### Drive-strength map

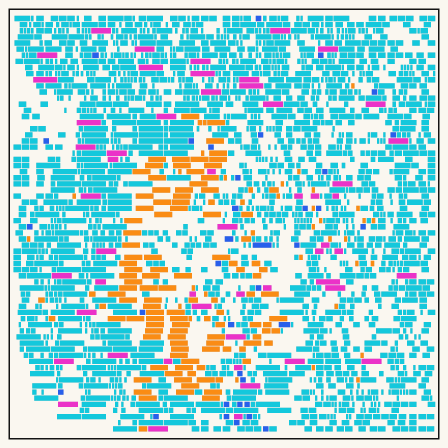
### Cell outlines without signal wires

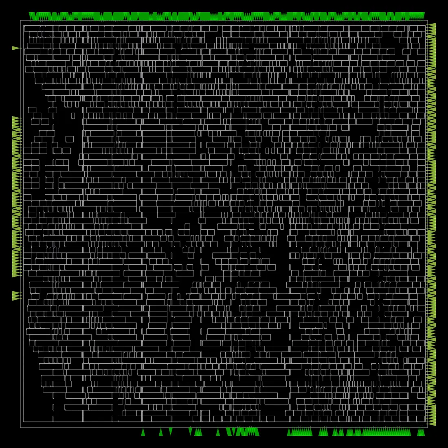
### Zoomed window

Window x 133 to 153, y 133 to 153 µm. Cells in grey, sequential cells in the stronger grey; small squares are vias.
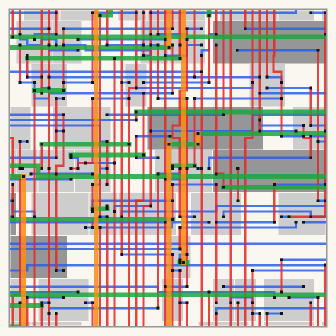
**config.mk**
```make
export PLATFORM = sky130hd
export DESIGN_NAME = dispatcher_flat
export DESIGN_NICKNAME = d
export VERILOG_FILES = /design/src/rtl/dispatcher_pkg.sv /design/src/rtl/dispatcher_if.sv /design/src/rtl/dispatcher_operand_resolver.sv /design/src/rtl/dispatcher.sv /design/src/flat_wrapper.sv
export SDC_FILE = /design/constraint.sdc
export NUM_CORES = 1
export LEC_CHECK = 0
export CORE_MARGIN = 1
export CORE_UTILIZATION = 46
export DETAILED_ROUTE_END_ITERATION = 10
export GPL_TIMING_DRIVEN = 0
export PLACE_DENSITY = 0.8
export SYNTH_ARGS = -nofsm -noshare
export SYNTH_HDL_FRONTEND = slang
export SYNTH_SLANG_ARGS = --single-unit
```
**constraint.sdc**
```tcl
create_clock -name clk -period 6.82 [get_ports clk]
set_input_delay 2.046 -clock clk [delete_from_list [all_inputs] [get_ports clk]]
set_output_delay 2.046 -clock clk [all_outputs]
set_load 0.005 [all_outputs]
```
**src/rtl/dispatcher_pkg.sv**
```systemverilog
// Shared widths, opcode enum and operand record for the dispatch front-end.
// Imported by the interface, the operand resolver and the dispatcher top.
package dispatcher_pkg;

   localparam int unsigned DATA_LEN     = 32;
   localparam int unsigned ROB_LEN      = 4;
   localparam int unsigned OPENUM_LEN   = 6;
   localparam int unsigned REG_NUM      = 32;
   localparam int unsigned REG_ADDR_LEN = 5;

   localparam logic TRUE  = 1'b1;
   localparam logic FALSE = 1'b0;

   typedef enum logic [OPENUM_LEN-1:0] {
      OpNop  = 6'd0,
      OpAdd  = 6'd1,
      OpAddi = 6'd2,
      OpSub  = 6'd3,
      OpBeq  = 6'd4,
      OpSw   = 6'd5,
      OpLw   = 6'd6
   } openum_e;

   typedef logic [DATA_LEN-1:0]     data_t;
   typedef logic [ROB_LEN-1:0]      rob_id_t;
   typedef logic [REG_ADDR_LEN-1:0] reg_addr_t;

   // Resolved source: q == 0 means v holds the value, otherwise wait on ROB tag q.
   typedef struct packed {
      data_t   v;
      rob_id_t q;
   } operand_t;

   function automatic logic tag_hit(input logic valid, input rob_id_t id, input rob_id_t tag);
      return valid && (id == tag);
   endfunction

endpackage

```
**src/rtl/dispatcher_if.sv**
```systemverilog
// Decoder-to-dispatcher instruction handshake and dispatcher-to-RS issue slot.
// master = dispatcher side, slave = decoder/RS environment side.
interface dispatcher_if;
   import dispatcher_pkg::*;

   logic                  inst_valid;
   logic                  inst_ready;
   logic [OPENUM_LEN-1:0] inst_openum;
   reg_addr_t             inst_rd;
   reg_addr_t             inst_rs1;
   reg_addr_t             inst_rs2;
   data_t                 inst_imm;
   data_t                 inst_pc;

   logic                  rs_full;
   logic                  rs_valid;
   logic [OPENUM_LEN-1:0] rs_openum;
   data_t                 rs_V1;
   data_t                 rs_V2;
   rob_id_t               rs_Q1;
   rob_id_t               rs_Q2;
   data_t                 rs_pc;
   data_t                 rs_imm;
   rob_id_t               rs_rob_id;

   modport master (
      input  inst_valid, inst_openum, inst_rd, inst_rs1, inst_rs2, inst_imm, inst_pc, rs_full,
      output inst_ready, rs_valid, rs_openum, rs_V1, rs_V2, rs_Q1, rs_Q2, rs_pc, rs_imm,
             rs_rob_id
   );

   modport slave (
      output inst_valid, inst_openum, inst_rd, inst_rs1, inst_rs2, inst_imm, inst_pc, rs_full,
      input  inst_ready, rs_valid, rs_openum, rs_V1, rs_V2, rs_Q1, rs_Q2, rs_pc, rs_imm,
             rs_rob_id
   );

endinterface

```
**src/rtl/dispatcher_operand_resolver.sv**
```systemverilog
// Combinational source operand resolution: x0, register file, CDB, commit bypass, ROB,
// else wait on the pending tag. Earlier sources take priority.
module dispatcher_operand_resolver
   import dispatcher_pkg::*;
(
   input  reg_addr_t i_rs,
   input  rob_id_t   i_tag,
   input  data_t     i_rf_rdata,
   input  logic      i_cdb_valid,
   input  rob_id_t   i_cdb_rob_id,
   input  data_t     i_cdb_value,
   input  logic      i_commit_valid,
   input  rob_id_t   i_commit_rob_id,
   input  data_t     i_commit_value,
   input  logic      i_qry_ready,
   input  data_t     i_qry_value,
   output operand_t  o_op
);

   always_comb begin
      o_op = '0;
      if (i_rs == '0) begin
         o_op = '0;
      end else if (i_tag == '0) begin
         o_op.v = i_rf_rdata;
      end else if (tag_hit(i_cdb_valid, i_cdb_rob_id, i_tag)) begin
         o_op.v = i_cdb_value;
      end else if (tag_hit(i_commit_valid, i_commit_rob_id, i_tag)) begin
         o_op.v = i_commit_value;
      end else if (i_qry_ready) begin
         o_op.v = i_qry_value;
      end else begin
         o_op.q = i_tag;
      end
   end

endmodule

```
**src/rtl/dispatcher.sv**
```systemverilog
// Dispatch stage: renames rd to a fresh ROB tag, resolves sources and registers one
// issue slot for the reservation station. Owns the register rename table.
module dispatcher
   import dispatcher_pkg::*;
(
   input  logic       clk,
   input  logic       rst,
   input  logic       i_flush,

   dispatcher_if.master bus,

   output reg_addr_t  o_rf_raddr1,
   output reg_addr_t  o_rf_raddr2,
   input  data_t      i_rf_rdata1,
   input  data_t      i_rf_rdata2,

   input  logic       i_rob_full,
   input  rob_id_t    i_rob_free_id,
   output logic       o_rob_alloc,
   output rob_id_t    o_rob_qry1_id,
   output rob_id_t    o_rob_qry2_id,
   input  logic       i_rob_qry1_ready,
   input  logic       i_rob_qry2_ready,
   input  data_t      i_rob_qry1_value,
   input  data_t      i_rob_qry2_value,

   input  logic       i_cdb_valid,
   input  rob_id_t    i_cdb_rob_id,
   input  data_t      i_cdb_value,

   input  logic       i_commit_valid,
   input  reg_addr_t  i_commit_rd,
   input  rob_id_t    i_commit_rob_id,
   input  data_t      i_commit_value
);

   rob_id_t               r_tag [REG_NUM];
   logic                  w_dispatch;
   rob_id_t               w_tag1;
   rob_id_t               w_tag2;
   operand_t              w_op1;
   operand_t              w_op2;

   logic                  r_rs_valid;
   logic [OPENUM_LEN-1:0] r_rs_openum;
   operand_t              r_rs_op1;
   operand_t              r_rs_op2;
   data_t                 r_rs_pc;
   data_t                 r_rs_imm;
   rob_id_t               r_rs_rob_id;

   assign bus.inst_ready = !bus.rs_full && !i_rob_full && !i_flush;
   assign w_dispatch     = bus.inst_valid && bus.inst_ready;
   assign o_rob_alloc    = w_dispatch;

   // Sources see the table before this instruction's own rename.
   assign w_tag1        = r_tag[bus.inst_rs1];
   assign w_tag2        = r_tag[bus.inst_rs2];
   assign o_rf_raddr1   = bus.inst_rs1;
   assign o_rf_raddr2   = bus.inst_rs2;
   assign o_rob_qry1_id = w_tag1;
   assign o_rob_qry2_id = w_tag2;

   dispatcher_operand_resolver u_res1 (
      .i_rs            (bus.inst_rs1),
      .i_tag           (w_tag1),
      .i_rf_rdata      (i_rf_rdata1),
      .i_cdb_valid     (i_cdb_valid),
      .i_cdb_rob_id    (i_cdb_rob_id),
      .i_cdb_value     (i_cdb_value),
      .i_commit_valid  (i_commit_valid),
      .i_commit_rob_id (i_commit_rob_id),
      .i_commit_value  (i_commit_value),
      .i_qry_ready     (i_rob_qry1_ready),
      .i_qry_value     (i_rob_qry1_value),
      .o_op            (w_op1)
   );

   dispatcher_operand_resolver u_res2 (
      .i_rs            (bus.inst_rs2),
      .i_tag           (w_tag2),
      .i_rf_rdata      (i_rf_rdata2),
      .i_cdb_valid     (i_cdb_valid),
      .i_cdb_rob_id    (i_cdb_rob_id),
      .i_cdb_value     (i_cdb_value),
      .i_commit_valid  (i_commit_valid),
      .i_commit_rob_id (i_commit_rob_id),
      .i_commit_value  (i_commit_value),
      .i_qry_ready     (i_rob_qry2_ready),
      .i_qry_value     (i_rob_qry2_value),
      .o_op            (w_op2)
   );

   // Commit clear is written first so a same-cycle rename of the same rd overrides it.
   always_ff @(posedge clk) begin
      if (rst || i_flush) begin
         for (int unsigned i = 0; i < REG_NUM; i++) begin
            r_tag[i] <= '0;
         end
      end else begin
         if (i_commit_valid && (i_commit_rd != '0) && (r_tag[i_commit_rd] == i_commit_rob_id)) begin
            r_tag[i_commit_rd] <= '0;
         end
         if (w_dispatch && (bus.inst_rd != '0)) begin
            r_tag[bus.inst_rd] <= i_rob_free_id;
         end
      end
   end

   always_ff @(posedge clk) begin
      if (rst) begin
         r_rs_valid  <= FALSE;
         r_rs_openum <= '0;
         r_rs_op1    <= '0;
         r_rs_op2    <= '0;
         r_rs_pc     <= '0;
         r_rs_imm    <= '0;
         r_rs_rob_id <= '0;
      end else if (i_flush) begin
         r_rs_valid <= FALSE;
      end else begin
         r_rs_valid <= w_dispatch;
         if (w_dispatch) begin
            r_rs_openum <= bus.inst_openum;
            r_rs_op1    <= w_op1;
            r_rs_op2    <= w_op2;
            r_rs_pc     <= bus.inst_pc;
            r_rs_imm    <= bus.inst_imm;
            r_rs_rob_id <= i_rob_free_id;
         end
      end
   end

   assign bus.rs_valid  = r_rs_valid;
   assign bus.rs_openum = r_rs_openum;
   assign bus.rs_V1     = r_rs_op1.v;
   assign bus.rs_Q1     = r_rs_op1.q;
   assign bus.rs_V2     = r_rs_op2.v;
   assign bus.rs_Q2     = r_rs_op2.q;
   assign bus.rs_pc     = r_rs_pc;
   assign bus.rs_imm    = r_rs_imm;
   assign bus.rs_rob_id = r_rs_rob_id;

endmodule

```
**src/flat_wrapper.sv**
```systemverilog
// flat-port wrapper written by rule: the top's interface ports become plain ports
module dispatcher_flat import dispatcher_pkg::*;
  (clk, rst, i_flush, o_rf_raddr1, o_rf_raddr2, i_rf_rdata1, i_rf_rdata2, i_rob_full, i_rob_free_id, o_rob_alloc, o_rob_qry1_id, o_rob_qry2_id, i_rob_qry1_ready, i_rob_qry2_ready, i_rob_qry1_value, i_rob_qry2_value, i_cdb_valid, i_cdb_rob_id, i_cdb_value, i_commit_valid, i_commit_rd, i_commit_rob_id, i_commit_value, bus_inst_valid, bus_inst_openum, bus_inst_rd, bus_inst_rs1, bus_inst_rs2, bus_inst_imm, bus_inst_pc, bus_rs_full, bus_inst_ready, bus_rs_valid, bus_rs_openum, bus_rs_V1, bus_rs_V2, bus_rs_Q1, bus_rs_Q2, bus_rs_pc, bus_rs_imm, bus_rs_rob_id);
  dispatcher_if bus_i ();
  input  logic clk;
  input  logic rst;
  input  logic i_flush;
  output reg_addr_t o_rf_raddr1;
  output reg_addr_t o_rf_raddr2;
  input  data_t i_rf_rdata1;
  input  data_t i_rf_rdata2;
  input  logic i_rob_full;
  input  rob_id_t i_rob_free_id;
  output logic o_rob_alloc;
  output rob_id_t o_rob_qry1_id;
  output rob_id_t o_rob_qry2_id;
  input  logic i_rob_qry1_ready;
  input  logic i_rob_qry2_ready;
  input  data_t i_rob_qry1_value;
  input  data_t i_rob_qry2_value;
  input  logic i_cdb_valid;
  input  rob_id_t i_cdb_rob_id;
  input  data_t i_cdb_value;
  input  logic i_commit_valid;
  input  reg_addr_t i_commit_rd;
  input  rob_id_t i_commit_rob_id;
  input  data_t i_commit_value;
  input wire logic [$bits(bus_i.inst_valid)-1:0] bus_inst_valid;
  input wire logic [$bits(bus_i.inst_openum)-1:0] bus_inst_openum;
  input wire logic [$bits(bus_i.inst_rd)-1:0] bus_inst_rd;
  input wire logic [$bits(bus_i.inst_rs1)-1:0] bus_inst_rs1;
  input wire logic [$bits(bus_i.inst_rs2)-1:0] bus_inst_rs2;
  input wire logic [$bits(bus_i.inst_imm)-1:0] bus_inst_imm;
  input wire logic [$bits(bus_i.inst_pc)-1:0] bus_inst_pc;
  input wire logic [$bits(bus_i.rs_full)-1:0] bus_rs_full;
  output wire logic [$bits(bus_i.inst_ready)-1:0] bus_inst_ready;
  output wire logic [$bits(bus_i.rs_valid)-1:0] bus_rs_valid;
  output wire logic [$bits(bus_i.rs_openum)-1:0] bus_rs_openum;
  output wire logic [$bits(bus_i.rs_V1)-1:0] bus_rs_V1;
  output wire logic [$bits(bus_i.rs_V2)-1:0] bus_rs_V2;
  output wire logic [$bits(bus_i.rs_Q1)-1:0] bus_rs_Q1;
  output wire logic [$bits(bus_i.rs_Q2)-1:0] bus_rs_Q2;
  output wire logic [$bits(bus_i.rs_pc)-1:0] bus_rs_pc;
  output wire logic [$bits(bus_i.rs_imm)-1:0] bus_rs_imm;
  output wire logic [$bits(bus_i.rs_rob_id)-1:0] bus_rs_rob_id;
  assign bus_i.inst_valid = bus_inst_valid;
  assign bus_i.inst_openum = bus_inst_openum;
  assign bus_i.inst_rd = bus_inst_rd;
  assign bus_i.inst_rs1 = bus_inst_rs1;
  assign bus_i.inst_rs2 = bus_inst_rs2;
  assign bus_i.inst_imm = bus_inst_imm;
  assign bus_i.inst_pc = bus_inst_pc;
  assign bus_i.rs_full = bus_rs_full;
  assign bus_inst_ready = bus_i.inst_ready;
  assign bus_rs_valid = bus_i.rs_valid;
  assign bus_rs_openum = bus_i.rs_openum;
  assign bus_rs_V1 = bus_i.rs_V1;
  assign bus_rs_V2 = bus_i.rs_V2;
  assign bus_rs_Q1 = bus_i.rs_Q1;
  assign bus_rs_Q2 = bus_i.rs_Q2;
  assign bus_rs_pc = bus_i.rs_pc;
  assign bus_rs_imm = bus_i.rs_imm;
  assign bus_rs_rob_id = bus_i.rs_rob_id;
  dispatcher u_core (.clk(clk), .rst(rst), .i_flush(i_flush), .bus(bus_i), .o_rf_raddr1(o_rf_raddr1), .o_rf_raddr2(o_rf_raddr2), .i_rf_rdata1(i_rf_rdata1), .i_rf_rdata2(i_rf_rdata2), .i_rob_full(i_rob_full), .i_rob_free_id(i_rob_free_id), .o_rob_alloc(o_rob_alloc), .o_rob_qry1_id(o_rob_qry1_id), .o_rob_qry2_id(o_rob_qry2_id), .i_rob_qry1_ready(i_rob_qry1_ready), .i_rob_qry2_ready(i_rob_qry2_ready), .i_rob_qry1_value(i_rob_qry1_value), .i_rob_qry2_value(i_rob_qry2_value), .i_cdb_valid(i_cdb_valid), .i_cdb_rob_id(i_cdb_rob_id), .i_cdb_value(i_cdb_value), .i_commit_valid(i_commit_valid), .i_commit_rd(i_commit_rd), .i_commit_rob_id(i_commit_rob_id), .i_commit_value(i_commit_value));
endmodule
```
==> qor.csv <==
metric;value;unit
p_int;3.296;mW
drtPass1Iterations;7;
max_freq;0.1456;GHz
synth_seq_share;0.4170;
ys.flops;275;
synthToLayoutAreaGrowth;38.85;%
switching_share;0.2873;
cts_tree;done;
clkTransAtPathRegs;0.06;ns
critPathArrivalTime;4.82;ns
drv_cap;0;
period_used_share;1.007;
final-seq-area;6787;µm²
pwr_density_cell;204.7;nW/µm²
finalSetupTns;-0.04698;ns
synth_cells;1677;
grt_pass1_wl;109.8;mm
ctsHoldBuffers;0;
p_clk_frac;0.397;
worst_pin_slew;1.001;ns
vias;17230;
multiInputCombCellCount;1187;
status;complete, but fails checks;
htree_levels;1;
cts-root-buf;clkbuf_16;
final_common_cell;clkdlybuf4s50_1;
grt-ovfl-total;0;
lay_top_cells;457 x clkdlybuf4s50_1, 243 x nand2_1, 147 x dfxtp_1;
warning_count;26;
required;4.77;ns
crit_fanout;10;
fillers;2798;
finalCriticalPeriod;6.867;ns
fp-utilization;0.4689;
slew_viol_final;0;
ys_area;16280;µm²
comb_share;0.3769;
clkbuf_count;39;
syn_area;16280;µm²
crit_type;input port to primary output;
edf_count;128;
cts_made_buffers;31;
flop_cell;dfxtp_1;
finalWorstSetupSlack;-0.04698;ns
async_flop_share;0;
drc;0;
ant_nets;0;
post_drt_wl_per_cell;29.34;µm
hold_class;flip-flop to flip-flop;
rsz0062_at_grt;no;
setup_viol;1;
clkSinkCount;275;
yosys_cells;1677;
reg2reg_slack;2.68;ns
first_iter_violations;2343;
synthTopCellsByArea;edfxtp_1 24%, dfxtp_1 18%, mux4_2 11%, nand2_1 5.6%, o2111ai_1 5.2%;
clockBufferDepth;3;
top_area_cell;edfxtp_1;
viasPerCell;6.493;
netlist-cell-type-count;68;
die_y;190.1;µm
drive_gt1_frac;0.1070;
grt_max_degree;16;
hold_viol_final;0;
portBuffers;459;
dpl_cell_area;21450;µm²
area_dominant_class;logic gates;
final.setup_skew;0.01579;ns
die_area;36140;µm²
grt_util_all_layers;0.4187;
ioPinCount;471;
first_global_vias;16550;
sh_seq_area;0.3003;
syn_avg_cell_area;9.705;µm²
die_width;190.1;µm
start_kind;input port;
power_frac_comb;0.204;
layout.area.comb;8518;µm²
drt_wl_total;77.85;mm
synth-warning-count;0;
dp_hpwl;62.11;mm
violations;negative setup slack;
p_total;4.625;mW
nets;2476;
leakage;8.034;nW
final_area;22600;µm²
clkLatencyLatePin;0.60;ns
core_area;34710;µm²
maxSlewHeadroom;0.3302;
pwr-share-seq;0.399;
buf_share;0.2421;
## Picture notes: 'Drive-strength map'
x1 and smaller -> cyan  # cells 1,962, most used clkdlybuf4s50_1
x3 and x4 -> blue  # cells 35, most used buf_4
x6 and larger -> magenta  # cells 52, most used clkbuf_16
x2 -> orange  # cells 148, most used mux4_2
post-route setup slack: -0.04698 ns
bufs w/o clock: 638

## Picture notes: 'Cell outlines without signal wires'
# Taps: 455
Flops: 275
Final Util: 0.6510
# rows: 68

## Picture notes: 'Zoomed window'
M3 -> green
M4 -> orange
M2 -> red
M1 -> blue
cells with their middle in the window = 27
sequential cells in the window = 3
netlist names of flops here include = u_core.bus.rs_V1 (2), u_core.bus.rs_V2 (1)
most frequent = a31oi_1 (7)

[sequential cells by signal, indices dropped and copies added, names as in the netlist]
register and flops:
u_core.bus.rs_rob_id 4, u_core.bus.rs_valid 1, u_core.bus.rs_Q1 4, u_core.r_tag 128, u_core.bus.rs_pc 32, u_core.bus.rs_openum 6
u_core.bus.rs_V2 32, u_core.bus.rs_Q2 4, u_core.bus.rs_imm 32, u_core.bus.rs_V1 32
[cells in the mapped netlist (6+ instances only)]
| library cell | instances |
|---|---|
| a21oi_1 | 89 |
| a221oi_1 | 7 |
| a22o_1 | 32 |
| a22oi_1 | 18 |
| a31oi_1 | 63 |
| a32o_1 | 32 |
| and2_1 | 112 |
| and3_1 | 23 |
| buf_2 | 29 |
| buf_4 | 20 |
| buf_6 | 11 |
| clkbuf_1 | 114 |
| dfxtp_1 | 147 |
| edfxtp_1 | 128 |
| inv_1 | 38 |
| mux2_2 | 14 |
| mux2i_1 | 15 |
| mux4_2 | 81 |
| nand2_1 | 243 |
| nand3_1 | 12 |
| nand3b_1 | 13 |
| nand4_1 | 39 |
| nand4b_1 | 9 |
| nor2_1 | 106 |
| nor2b_1 | 7 |
| nor3_1 | 13 |
| nor3b_1 | 8 |
| o2111ai_1 | 96 |
| o21ai_0 | 71 |
| xnor2_1 | 6 |
[per-stage QoR]
stage / hold slack [ns] / setup slack, ns / std cells
global route: 0.4748 / 0.001616 / 2652
CTS: 0.4530 / 0.005691 / 2652
floorplan: 0.4483 / 1.255 / 1680
finish: 0.4517 / -0.04698 / 2653
global placement: 0.4366 / -0.5146 / 2594
detailed placement: 0.4442 / -0.5603 / 2594
[metal layers]
| layer | track usage | part of all wire | vias to the layer above |
|---|---|---|---|
| li1 | - | - | 7360 |
| met1 | 0.5075 | 0.35 | 8204 |
| met2 | 0.6606 | 0.45 | 1416 |
| met3 | 0.1621 | 0.15 | 240 |
| met4 | 0.1799 | 0.046 | 6 |
| met5 | 0 | 0.00044 | - |
[final timing paths]
kind / from / end / depth (start not counted)
min: u_core.bus.rs_Q2[0] / u_core.bus.rs_Q2[0] / 2
max: bus_inst_rs1[1] / o_rob_qry1_id[1] / 6
max reg2reg: u_core.r_tag[31][2] / u_core.r_tag[1][0] / 8
min reg2reg: u_core.bus.rs_Q2[0] / u_core.bus.rs_Q2[0] / 2
[cells by family after synthesis]
| logic type | count (synthesis) | share of synthesized area |
|---|---|---|
| mux | 113 | 0.1333 |
| buf+inv | 218 | 0.06219 |
| simple gates | 620 | 0.1909 |
| other cells | 1 | 0.0002304 |
| xor+xnor | 8 | 0.004305 |
| flops | 275 | 0.4170 |
| compound gates | 442 | 0.1921 |
[timing repair]
action	4_1_cts	5_1_grt
setup endpoints to repair	8	5
setup buffers	0	0
gates resized	13	4
[worst max-delay path, cell delays in order]
cell and delay (ns):
clkbuf_1 0.41, clkbuf_1 0.63, mux4_2 0.38, a22oi_1 0.11, a31oi_2 0.61, clkdlybuf4s50_1 0.63
[power by group through the flow]
stage	combinational [mW]	clock [mW]	sequential, mW
after global routing	0.975	1.89	1.85
after floorplan	0.446	0	1.85
after global placement	0.898	0	1.87
final	0.943	1.83	1.85
after detailed placement	0.899	0	1.88
after CTS	0.908	1.82	1.84
Power is estimated from default activity; no workload was simulated.
